==> src/rtl/systolic_skew_feeder.sv <==
// Operand sequencer for a LANES x LANES systolic array: fetches K columns/rows,
// applies the diagonal lane skew with zero fill, and reports completion.
module systolic_skew_feeder #(
    parameter int DATA_W = 16,
    parameter int LANES  = 4,
    parameter int LEN_W  = 8
) (
    input  logic                    clk,
    input  logic                    rst,
    input  logic                    start,
    input  logic [LEN_W-1:0]        len,
    output logic                    busy,
    output logic                    done,
    output logic                    clear_acc,
    output logic                    rd_en,
    output logic [LEN_W-1:0]        rd_addr,
    input  logic [LANES*DATA_W-1:0] a_col,
    input  logic [LANES*DATA_W-1:0] b_row,
    output logic [LANES*DATA_W-1:0] out_a,
    output logic [LANES*DATA_W-1:0] out_b,
    output logic                    out_valid
);

    localparam int CNT_W = LEN_W + 1;
    localparam logic [CNT_W-1:0] VALID_TAIL = CNT_W'(2 * (LANES - 1));
    localparam logic [CNT_W-1:0] DRAIN_LAST = CNT_W'(2 * LANES - 1);

    typedef enum logic [1:0] {IDLE, FETCH, DRAIN, DONE} state_t;

    state_t             state_q, state_d;
    logic [LEN_W-1:0]   k_q, k_d;
    logic [CNT_W-1:0]   cnt_q, cnt_d;
    logic [CNT_W-1:0]   k_ext;
    logic               busy_q, busy_d;
    logic               done_q, done_d;
    logic               clear_q, clear_d;
    logic               rd_en_q, rd_en_d;
    logic [LEN_W-1:0]   rd_addr_q, rd_addr_d;
    logic               out_valid_q, out_valid_d;
    logic               data_vld_q, data_vld_d;

    assign k_ext = {1'b0, k_q};

    // cnt_q counts cycles since the first read beat; all timing derives from it.
    always_comb begin
        state_d     = state_q;
        k_d         = k_q;
        cnt_d       = cnt_q;
        busy_d      = 1'b0;
        done_d      = 1'b0;
        clear_d     = 1'b0;
        rd_en_d     = 1'b0;
        rd_addr_d   = '0;
        out_valid_d = 1'b0;
        data_vld_d  = rd_en_q;
        case (state_q)
            IDLE: begin
                cnt_d = '0;
                if (start) begin
                    if (len != '0) begin
                        state_d = FETCH;
                        k_d     = len;
                        busy_d  = 1'b1;
                        clear_d = 1'b1;
                        rd_en_d = 1'b1;
                    end else begin
                        state_d = DONE;
                        done_d  = 1'b1;
                    end
                end
            end
            FETCH: begin
                cnt_d       = cnt_q + 1'b1;
                busy_d      = 1'b1;
                out_valid_d = (cnt_q != '0);
                if (cnt_q == k_ext - 1'b1) begin
                    state_d = DRAIN;
                end else begin
                    rd_en_d   = 1'b1;
                    rd_addr_d = cnt_q[LEN_W-1:0] + LEN_W'(1);
                end
            end
            DRAIN: begin
                cnt_d       = cnt_q + 1'b1;
                out_valid_d = (cnt_q <= k_ext + VALID_TAIL);
                if (cnt_q == k_ext + DRAIN_LAST) begin
                    state_d = DONE;
                    done_d  = 1'b1;
                end else begin
                    busy_d = 1'b1;
                end
            end
            default: begin
                state_d = IDLE;
                cnt_d   = '0;
            end
        endcase
    end

    always_ff @(posedge clk or posedge rst) begin
        if (rst) begin
            state_q     <= IDLE;
            k_q         <= '0;
            cnt_q       <= '0;
            busy_q      <= 1'b0;
            done_q      <= 1'b0;
            clear_q     <= 1'b0;
            rd_en_q     <= 1'b0;
            rd_addr_q   <= '0;
            out_valid_q <= 1'b0;
            data_vld_q  <= 1'b0;
        end else begin
            state_q     <= state_d;
            k_q         <= k_d;
            cnt_q       <= cnt_d;
            busy_q      <= busy_d;
            done_q      <= done_d;
            clear_q     <= clear_d;
            rd_en_q     <= rd_en_d;
            rd_addr_q   <= rd_addr_d;
            out_valid_q <= out_valid_d;
            data_vld_q  <= data_vld_d;
        end
    end

    assign busy      = busy_q;
    assign done      = done_q;
    assign clear_acc = clear_q;
    assign rd_en     = rd_en_q;
    assign rd_addr   = rd_addr_q;
    assign out_valid = out_valid_q;

    // Lane i: one gated capture register plus i delay registers; zeros flow in
    // whenever memory data is not valid, so stale or undefined data never leaks.
    for (genvar i = 0; i < LANES; i++) begin : g_lane
        logic [DATA_W-1:0] a_sk_q [0:i];
        logic [DATA_W-1:0] a_sk_d [0:i];
        logic [DATA_W-1:0] b_sk_q [0:i];
        logic [DATA_W-1:0] b_sk_d [0:i];

        always_comb begin
            a_sk_d[0] = data_vld_q ? a_col[i*DATA_W +: DATA_W] : '0;
            b_sk_d[0] = data_vld_q ? b_row[i*DATA_W +: DATA_W] : '0;
            for (int s = 1; s <= i; s++) begin
                a_sk_d[s] = a_sk_q[s-1];
                b_sk_d[s] = b_sk_q[s-1];
            end
        end

        always_ff @(posedge clk or posedge rst) begin
            if (rst) begin
                for (int s = 0; s <= i; s++) begin
                    a_sk_q[s] <= '0;
                    b_sk_q[s] <= '0;
                end
            end else begin
                for (int s = 0; s <= i; s++) begin
                    a_sk_q[s] <= a_sk_d[s];
                    b_sk_q[s] <= b_sk_d[s];
                end
            end
        end

        assign out_a[i*DATA_W +: DATA_W] = a_sk_q[i];
        assign out_b[i*DATA_W +: DATA_W] = b_sk_q[i];
    end

endmodule

==> config.mk <==
export PLATFORM = sky130hd
export DESIGN_NAME = systolic_skew_feeder
export DESIGN_NICKNAME = d
export VERILOG_FILES = /design/src/rtl/systolic_skew_feeder.sv
export SDC_FILE = /design/constraint.sdc
export NUM_CORES = 1
export LEC_CHECK = 0
export CORE_UTILIZATION = 52
export DETAILED_ROUTE_END_ITERATION = 7
export PLACE_DENSITY_LB_ADDON = 0.25
export SLEW_MARGIN = 20
export SYNTH_ARGS = -nofsm -noshare
export SYNTH_HDL_FRONTEND = slang
export SYNTH_SLANG_ARGS = --single-unit
==> constraint.sdc <==
create_clock -name clk -period 37 [get_ports clk]
set_input_delay 9.25 -clock clk [delete_from_list [all_inputs] [get_ports clk]]
set_output_delay 9.25 -clock clk [all_outputs]
set_load 0.02 [all_outputs]
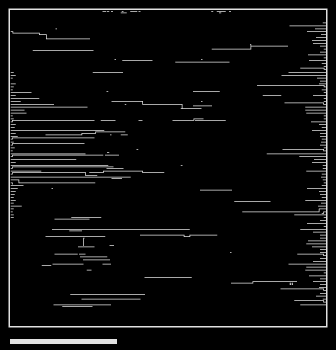
Figure 1: run 1, met3 routing.
Bar = 50 um.
longest straight run: 64.2 um
nets with wire on the layer: 184
main direction: horizontal
share of all routed wire: 8.5%

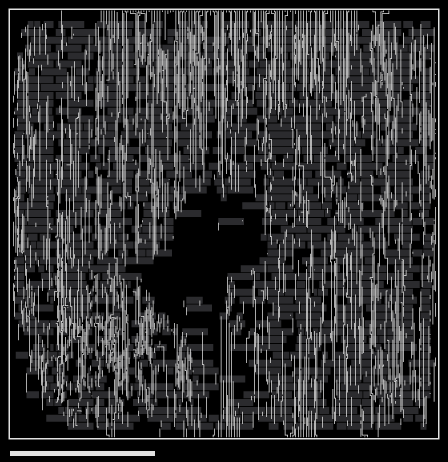
Figure 2: run 1, M2 wires.
Bar = 50 um.
main direction: vertical
share of all routed wire: 51%
wire length on this layer: 12600 um
nets with wire on the layer: 1007
longest straight run: 66.1 um
Via Count: 6253
GR met2 Demand/Resource: 0.4075

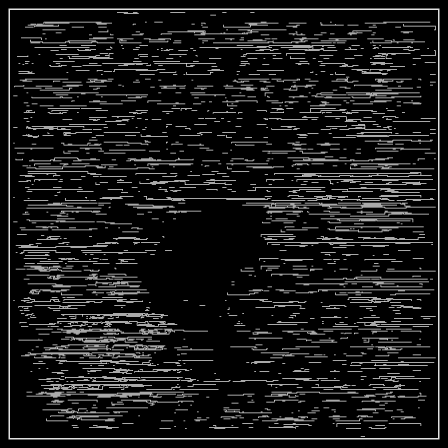
Figure 3: run 1, signal wires on met1.
wire length on this layer: 9220 um
main direction: horizontal
share of all routed wire: 37%

==> metrics.yaml, run 1 <==
die:
  core_um2: 20560
  dieArea_um2: 21860
hold_path:
  worstHoldPathType: "flop to flop"
timing:
  hold_ws_ns: 0.3378
cts:
  cts_sinks: 353
  path_clk_slew_ns: 0.07
  tritoncts: "yes"
worst_setup_path:
  reg2reg_slack_ns: 34.03
  cp.required_ns: 37.50
cells_and_area:
  layout_top_cells: "dfrtp_1, clkdlybuf4s50_1, and2_1"
  nonClockBufferCount: 283
  clock_area_frac: 0.08155
  fin_cells: 1287
pwr:
  seqPwrFrac: 0.452
  peakVddDrop_mv: 0.04377
  comb_power_share: 0.238
synth:
  yosys-stat-area_um2: 11060
  logic_family: "simple AND/OR/NAND/NOR gates"
drt:
  drc: 0
status:
  status: "complete, no violations"
global_routing:
  grt_max_degree: 129
Figure 4. M4 wires (run 1).
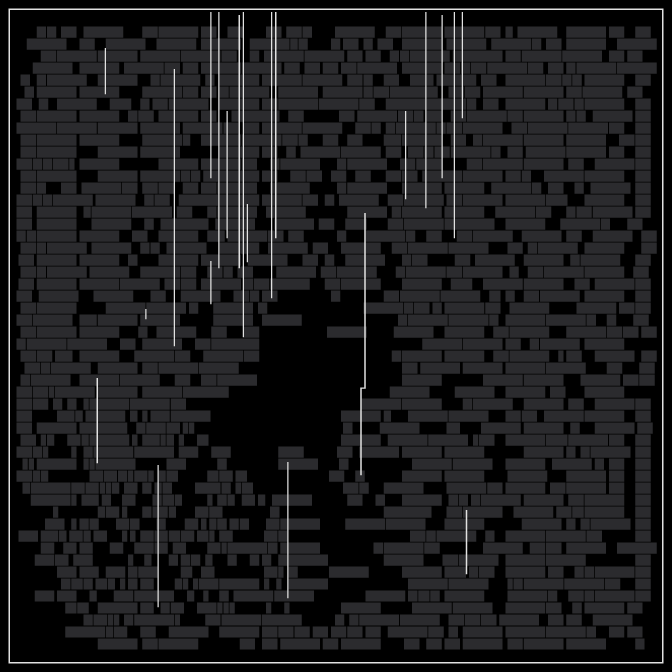

--- run 2 (diff from run 1) ---
CORE_UTILIZATION = 48   (was 52)
clock period = 11.6 ns   (was 37 ns; I/O delays follow)
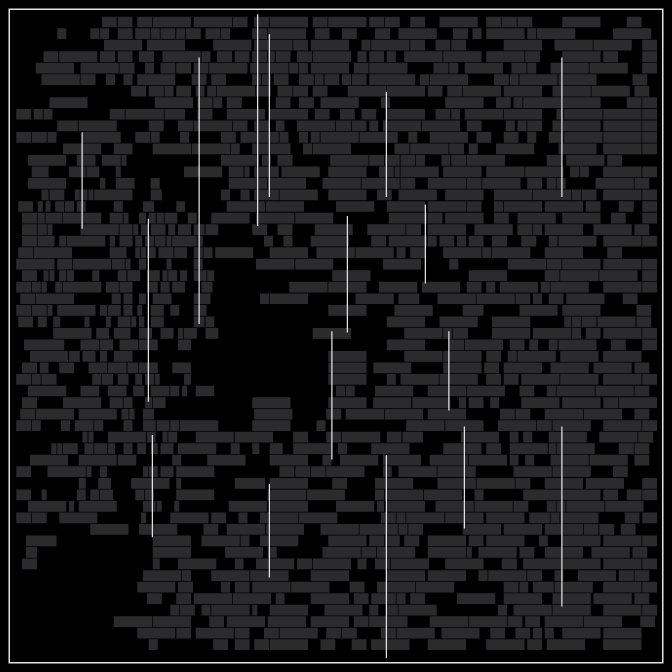
Figure 5: run 2, M4 wires.
share of all routed wire: 2.5%
nets with wire on the layer: 9
main direction: vertical
wire length on this layer: 526 um
Via Count: 6031
Total Wirelength: 21260 um

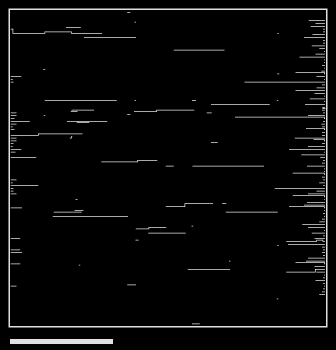
Figure 6: run 2, met3 routing.
Bar = 50 um.
share of all routed wire: 5.6%
longest straight run: 43.2 um
main direction: horizontal

==> run 2 against run 1 <==
  * Clock power increased to 2.9 times the previous value
  * Sequential power went up to 3.1 times the previous value
  * First-iteration DRC count up 20%
  * Sequential share of layout area up 0.32 points
  * Hold slack got worse by 0.0087 ns
  * Synthesized cell count stayed put
  * Global-route usage down 5.2 points
  * Via count decreased by 3.6%
  * Die size up 8.2%
  * Synthesized area did not move
  * Clock skew barely moved
  * Total power rose to 3.1 times the previous value
==> metrics.yaml, run 2 <==
synth:
  async_flop_share: 1.000
  mappedNetlistArea_um2: 11060
  logic_family: "simple AND/OR/NAND/NOR gates"
  yosys-stat-area_um2: 11060
  ys_sh_mux: 0.005091
worst_setup_path:
  critPathBufInv: 1
  criticalPathCategory: "flop to primary output"
  cp_slowest_cell: "clkdlybuf4s50_1"
  timing.critical_path.to_type: "primary output"
  cp.required_ns: 8.70
  slowest_delay_ns: 0.65
cells_and_area:
  inverters: 13
  area_growth_pct: 38.19
  layout_top_cells: "dfrtp_1, clkdlybuf4s50_1, and2_1"
  nonClockBufferCount: 283
  flops: 353
  largest_cell_class: "registers"
  clock_area_frac: 0.07417
  fin_cells: 1301
drt:
  met1Wirelength_um: 8785
  ant_nets: 0
hold_path:
  worstHoldPathType: "flop to flop"
timing:
  hold_ws_ns: 0.3291
pwr:
  comb_power_share: 0.251
  clk-power_w: 0.00108
  seqPwrFrac: 0.457
cts:
  path_clk_slew_ns: 0.06
  clkLatencyLatePin_ns: 0.50
  cts_sinks: 353
  tritoncts: "yes"
  root_buffer: "clkbuf_16"
die:
  dieArea_um2: 23650
  fp.dieW_um: 153.8
  core_um2: 22640
global_routing:
  grt_max_degree: 187
  grt_use_met2: 0.3119
place:
  placed_area_um2: 14150
status:
  status: "complete, no violations"
flow_run:
  warnings: 35
Power and IR drop assume default switching activity.
